[src/rtl/temporizador_if.sv]
// Board-side signals of the countdown timer: preset switches in, LEDs and 7-segment digits out.
interface temporizador_if;
    logic [9:0] SW;
    logic [9:0] LEDR;
    logic [7:0] LEDG;
    logic [6:0] HEX0;
    logic [6:0] HEX1;
    logic [6:0] HEX2;
    logic [6:0] HEX3;
    logic [1:0] state_dbg;

    // Level signals only, no valid/ready: SW is sampled every cycle, outputs are registered levels.
    modport slave (
        input  SW,
        output LEDR, LEDG, HEX0, HEX1, HEX2, HEX3, state_dbg
    );

    modport master (
        output SW,
        input  LEDR, LEDG, HEX0, HEX1, HEX2, HEX3, state_dbg
    );
endinterface

[src/rtl/temporizador.sv]
// Countdown timer SS.CC: loads 0..59 s from SW[5:0], counts centiseconds down to 00.00, then blinks LEDG.
module temporizador #(
    parameter int CLK_HZ      = 50_000_000,
    parameter int TICK_HZ     = 100,
    parameter int BLINK_TICKS = 25
) (
    input  logic       CLOCK_50,
    input  logic [3:0] KEY,
    temporizador_if.slave io
);
    localparam int DIV = CLK_HZ / TICK_HZ;
    localparam int DW  = (DIV > 1) ? $clog2(DIV) : 1;
    localparam int BW  = (BLINK_TICKS > 1) ? $clog2(BLINK_TICKS) : 1;

    typedef enum logic [1:0] {S_IDLE = 2'd0, S_RUN = 2'd1, S_PAUSE = 2'd2, S_DONE = 2'd3} state_t;

    logic clk;
    logic rst_n;
    assign clk   = CLOCK_50;
    assign rst_n = KEY[1];

    logic unused_ok;
    assign unused_ok = &{1'b0, KEY[3], io.SW[9:6]};

    // [0],[1] synchronizer stages, [2] previous synchronized level for edge detection
    logic [2:0] start_sh_q, start_sh_d;
    logic [2:0] load_sh_q, load_sh_d;
    logic       start_p, load_p;

    state_t         state_q, state_d;
    logic [5:0]     sec_q, sec_d;
    logic [6:0]     cs_q, cs_d;
    logic [DW-1:0]  div_q, div_d;
    logic [BW-1:0]  blink_q, blink_d;
    logic           ledg_q, ledg_d;
    logic [9:0]     ledr_q, ledr_d;
    logic [3:0]     du_q, du_d, dd_q, dd_d, su_q, su_d, sd_q, sd_d;
    logic           tick;
    logic [5:0]     preset;

    always_comb begin
        start_sh_d = {start_sh_q[1:0], KEY[0]};
        load_sh_d  = {load_sh_q[1:0], KEY[2]};
        start_p    = start_sh_q[2] & ~start_sh_q[1];
        load_p     = load_sh_q[2] & ~load_sh_q[1];
    end

    assign tick   = (div_q == DW'(DIV - 1));
    assign preset = (io.SW[5:0] > 6'd59) ? 6'd59 : io.SW[5:0];

    always_comb begin
        state_d = state_q;
        sec_d   = sec_q;
        cs_d    = cs_q;
        div_d   = tick ? '0 : div_q + 1'b1;
        blink_d = blink_q;
        ledg_d  = ledg_q;
        case (state_q)
            S_IDLE: begin
                if (load_p) begin
                    sec_d = preset;
                    cs_d  = '0;
                    div_d = '0;
                end else if (start_p && (sec_q != '0 || cs_q != '0)) begin
                    state_d = S_RUN;
                    div_d   = '0;
                end
            end
            S_RUN: begin
                // A start press freezes the count even if a tick lands on the same cycle.
                if (start_p) begin
                    state_d = S_PAUSE;
                end else if (tick) begin
                    if (cs_q != '0) begin
                        cs_d = cs_q - 1'b1;
                    end else if (sec_q != '0) begin
                        cs_d  = 7'd99;
                        sec_d = sec_q - 1'b1;
                    end
                    if (sec_q == '0 && cs_q <= 7'd1) begin
                        state_d = S_DONE;
                        blink_d = '0;
                        ledg_d  = 1'b1;
                    end
                end
            end
            S_PAUSE: begin
                if (load_p) begin
                    state_d = S_IDLE;
                    sec_d   = preset;
                    cs_d    = '0;
                    div_d   = '0;
                end else if (start_p) begin
                    state_d = S_RUN;
                    div_d   = '0;
                end
            end
            S_DONE: begin
                if (load_p) begin
                    state_d = S_IDLE;
                    sec_d   = preset;
                    cs_d    = '0;
                    div_d   = '0;
                    ledg_d  = 1'b0;
                end else if (tick) begin
                    if (blink_q == BW'(BLINK_TICKS - 1)) begin
                        blink_d = '0;
                        ledg_d  = ~ledg_q;
                    end else begin
                        blink_d = blink_q + 1'b1;
                    end
                end
            end
            default: state_d = S_IDLE;
        endcase
    end

    // LEDR follows the next state so it is valid in the same cycle as the state register.
    always_comb begin
        ledr_d = 10'd0;
        case (state_d)
            S_RUN:   ledr_d = 10'h001;
            S_PAUSE: ledr_d = 10'h002;
            S_DONE:  ledr_d = 10'h004;
            default: ledr_d = 10'h008;
        endcase
    end

    always_comb begin
        du_d = 4'(cs_q % 7'd10);
        dd_d = 4'(cs_q / 7'd10);
        su_d = 4'(sec_q % 6'd10);
        sd_d = 4'(sec_q / 6'd10);
    end

    always_ff @(posedge clk or negedge rst_n) begin
        if (!rst_n) begin
            start_sh_q <= 3'b111;
            load_sh_q  <= 3'b111;
            state_q    <= S_IDLE;
            sec_q      <= '0;
            cs_q       <= '0;
            div_q      <= '0;
            blink_q    <= '0;
            ledg_q     <= 1'b0;
            ledr_q     <= 10'h008;
            du_q       <= '0;
            dd_q       <= '0;
            su_q       <= '0;
            sd_q       <= '0;
        end else begin
            start_sh_q <= start_sh_d;
            load_sh_q  <= load_sh_d;
            state_q    <= state_d;
            sec_q      <= sec_d;
            cs_q       <= cs_d;
            div_q      <= div_d;
            blink_q    <= blink_d;
            ledg_q     <= ledg_d;
            ledr_q     <= ledr_d;
            du_q       <= du_d;
            dd_q       <= dd_d;
            su_q       <= su_d;
            sd_q       <= sd_d;
        end
    end

    assign io.LEDR      = ledr_q;
    assign io.LEDG      = {8{ledg_q}};
    assign io.state_dbg = state_q;

    Display u_hex0 (.digit(du_q), .seg(io.HEX0));
    Display u_hex1 (.digit(dd_q), .seg(io.HEX1));
    Display u_hex2 (.digit(su_q), .seg(io.HEX2));
    Display u_hex3 (.digit(sd_q), .seg(io.HEX3));
endmodule

// Shared BCD to 7-segment decoder, segments active-low in gfedcba order; non-decimal codes blank.
module Display (
    input  logic [3:0] digit,
    output logic [6:0] seg
);
    always_comb begin
        seg = 7'b1111111;
        case (digit)
            4'd0: seg = 7'b1000000;
            4'd1: seg = 7'b1111001;
            4'd2: seg = 7'b0100100;
            4'd3: seg = 7'b0110000;
            4'd4: seg = 7'b0011001;
            4'd5: seg = 7'b0010010;
            4'd6: seg = 7'b0000010;
            4'd7: seg = 7'b1111000;
            4'd8: seg = 7'b0000000;
            4'd9: seg = 7'b0010000;
            default: seg = 7'b1111111;
        endcase
    end
endmodule

[src/flat_wrapper.sv]
// flat-port wrapper written by rule: the top's interface ports become plain ports
module temporizador_flat 
#(
    parameter int CLK_HZ      = 50_000_000,
    parameter int TICK_HZ     = 100,
    parameter int BLINK_TICKS = 25
)
  (CLOCK_50, KEY, io_SW, io_LEDR, io_LEDG, io_HEX0, io_HEX1, io_HEX2, io_HEX3, io_state_dbg);
  temporizador_if io_i ();
  input  logic CLOCK_50;
  input  logic [3:0] KEY;
  input wire logic [$bits(io_i.SW)-1:0] io_SW;
  output wire logic [$bits(io_i.LEDR)-1:0] io_LEDR;
  output wire logic [$bits(io_i.LEDG)-1:0] io_LEDG;
  output wire logic [$bits(io_i.HEX0)-1:0] io_HEX0;
  output wire logic [$bits(io_i.HEX1)-1:0] io_HEX1;
  output wire logic [$bits(io_i.HEX2)-1:0] io_HEX2;
  output wire logic [$bits(io_i.HEX3)-1:0] io_HEX3;
  output wire logic [$bits(io_i.state_dbg)-1:0] io_state_dbg;
  assign io_i.SW = io_SW;
  assign io_LEDR = io_i.LEDR;
  assign io_LEDG = io_i.LEDG;
  assign io_HEX0 = io_i.HEX0;
  assign io_HEX1 = io_i.HEX1;
  assign io_HEX2 = io_i.HEX2;
  assign io_HEX3 = io_i.HEX3;
  assign io_state_dbg = io_i.state_dbg;
  temporizador #(.CLK_HZ(CLK_HZ), .TICK_HZ(TICK_HZ), .BLINK_TICKS(BLINK_TICKS)) u_core (.CLOCK_50(CLOCK_50), .KEY(KEY), .io(io_i));
endmodule
[config.mk]
export PLATFORM = sky130hd
export DESIGN_NAME = temporizador_flat
export DESIGN_NICKNAME = d
export VERILOG_FILES = /design/src/rtl/temporizador_if.sv /design/src/rtl/temporizador.sv /design/src/flat_wrapper.sv
export SDC_FILE = /design/constraint.sdc
export NUM_CORES = 1
export LEC_CHECK = 0
export CAP_MARGIN = 20
export CORE_MARGIN = 2
export CORE_UTILIZATION = 50
export DETAILED_ROUTE_END_ITERATION = 12
export GPL_ROUTABILITY_DRIVEN = 0
export PLACE_DENSITY = 0.77
export SETUP_SLACK_MARGIN = 0.5
export SLEW_MARGIN = 5
export SYNTH_ARGS = -nofsm -noshare
export SYNTH_HDL_FRONTEND = slang
export SYNTH_SLANG_ARGS = --single-unit
[constraint.sdc]
create_clock -name CLOCK_50 -period 2.84 [get_ports CLOCK_50]
set_clock_uncertainty 0.1 [all_clocks]
set_input_delay 0.568 -clock CLOCK_50 [delete_from_list [all_inputs] [get_ports CLOCK_50]]
set_output_delay 0.568 -clock CLOCK_50 [all_outputs]
set_load 0.01 [all_outputs]
### Signal wires on met1, run 1

(4 px per µm) Cells faint in the background.
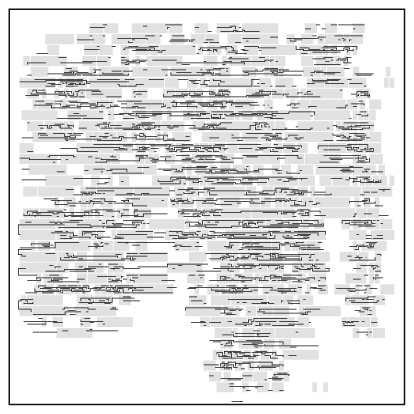
wire length on this layer: 4,240 µm
main direction: horizontal
longest straight run: 22.1 µm
share of all routed wire: 43%
nets with wire on the layer: 561
routed vias: 3,943
M1 GR Usage: 25.1%
routed wire length: 9970 µm

### Signal wires on met2, run 1

(4 px per µm)
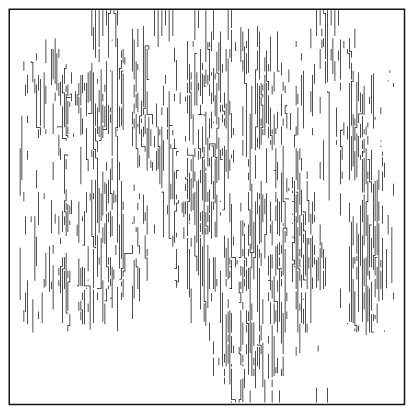
share of all routed wire: 52%
longest straight run: 36.7 µm
met2 Resource Use GR: 36.1%

### The metal 3 layer, run 1

(3 px per µm) Cells faint in the background.
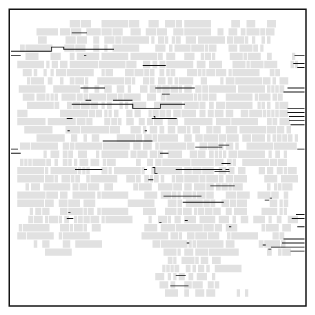
main direction: horizontal
share of all routed wire: 3.4%
grt met3 use: 2.70%

### The metal 4 layer, run 1

(3 px per µm) Cells faint in the background.
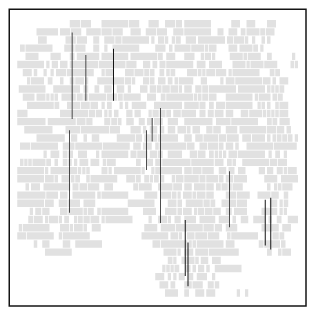
main direction: vertical
share of all routed wire: 2.3%
wire length on this layer: 229 µm
longest straight run: 38.1 µm
nets with wire on the layer: 10

==> GITHUB_STEP_SUMMARY <==
### Metrics collected by this job

| Metric | Value |
|---|---|
| Reg-to-Reg End | `u_core.dd_q[0]` |
| Global-route wire length before repair | `16,600 µm` |
| Reg-to-reg startpoint | `u_core.cs_q[6]` |
| TNS Setup | `0 ps` |
| Multi-input gates | `388` |
| Area share of the largest cell type after synthesis | `32.6%` |
| Via density | `5.54` |
| Flop count | `65` |
| Pwr/cell area | `623 nW/µm²` |
| WP depth | `12` |
| Area fraction in mux cells | `1.60%` |
| Reg with most FFs | `u_core.div_q` |
| Placement-stage cell area | `5110 µm²` |
| Placement Setup Slack | `25.5 ps` |
| RSZ-0062 raised after global routing | `true` |
| GRT Residual Overflow | `0` |
| DRT iter0 DRCs | `249` |
| Placed insts | `663` |
| FF/Latch Area | `1640 µm²` |
| # setup viols final | `0` |
| Comb area | `2770 µm²` |
| Die W | `98.4 µm` |
| # DRC | `0` |
| Outcome | `complete, no violations` |
| Final Max Tran Viols | `0` |
| Max stage delay on crit path | `430 ps` |
| Maximum clock insertion buffer count | `2` |
| Clk Latency, worst-skew pair | `350 ps` |
[run 1: synth_stat cells, types with 7 or more instances]
library cell / count
nor2_1: 59
dfrtp_1: 58
nand2_1: 49
inv_1: 33
ha_1: 31
a21oi_1: 29
o21ai_0: 24
clkbuf_1: 18
buf_4: 16
nand3_1: 16
xor2_1: 16
nand4_1: 12
nand2b_1: 11
nor3_1: 11
a31oi_1: 10
xnor2_1: 9
nor2b_1: 8
dfstp_2: 7
[run 1: report_power, final]
group          internal (W)  total (W)  switching, W
sequential          0.00109    0.00131      0.000213
clock              0.000359   0.000728      0.000369
combinational      0.000719    0.00153      0.000813
[run 1: repair_timing]
action,CTS,global route
resized,74,44
setup buffers,21,12
pin swaps,14,21
setup endpoints to repair,70,53
[run 1: routing by layer]
layer / global-route usage, % / wire length [µm] / vias to the layer above
li1: - / - / 1947
met1: 25.1 / 4240 / 1886
met2: 36.1 / 5160 / 84
met3: 2.70 / 340 / 26
met4: 8.75 / 229 / 0
met5: 0 / 0 / -
[run 1: worst min path at each step]
stage               cells after the start              endpoint  slack [ps]                 start
finish                                  1     u_core.blink_q[4]         140                KEY[1]
global route                            1     u_core.blink_q[4]         200                KEY[1]
CTS                                     1     u_core.blink_q[4]         150                KEY[1]
detailed placement                      0   u_core.load_sh_q[1]         250   u_core.load_sh_q[0]
global placement                        0  u_core.start_sh_q[1]         250  u_core.start_sh_q[0]
floorplan                               0     u_core.blink_q[0]         170                KEY[1]
[run 1: worst register-to-register path, stage by stage (launching register included)]
cell and delay [ps]:
dfrtp_2 430, nand2b_4 150, o21ai_2 50, a221o_1 320
a21oi_2 200, ha_2 250, buf_6 120, nor2_4 30
a211oi_2 230, o21ai_2 100, a2111oi_4 430, buf_4 180
inv_2 20
Power is estimated from default activity; no workload was simulated.
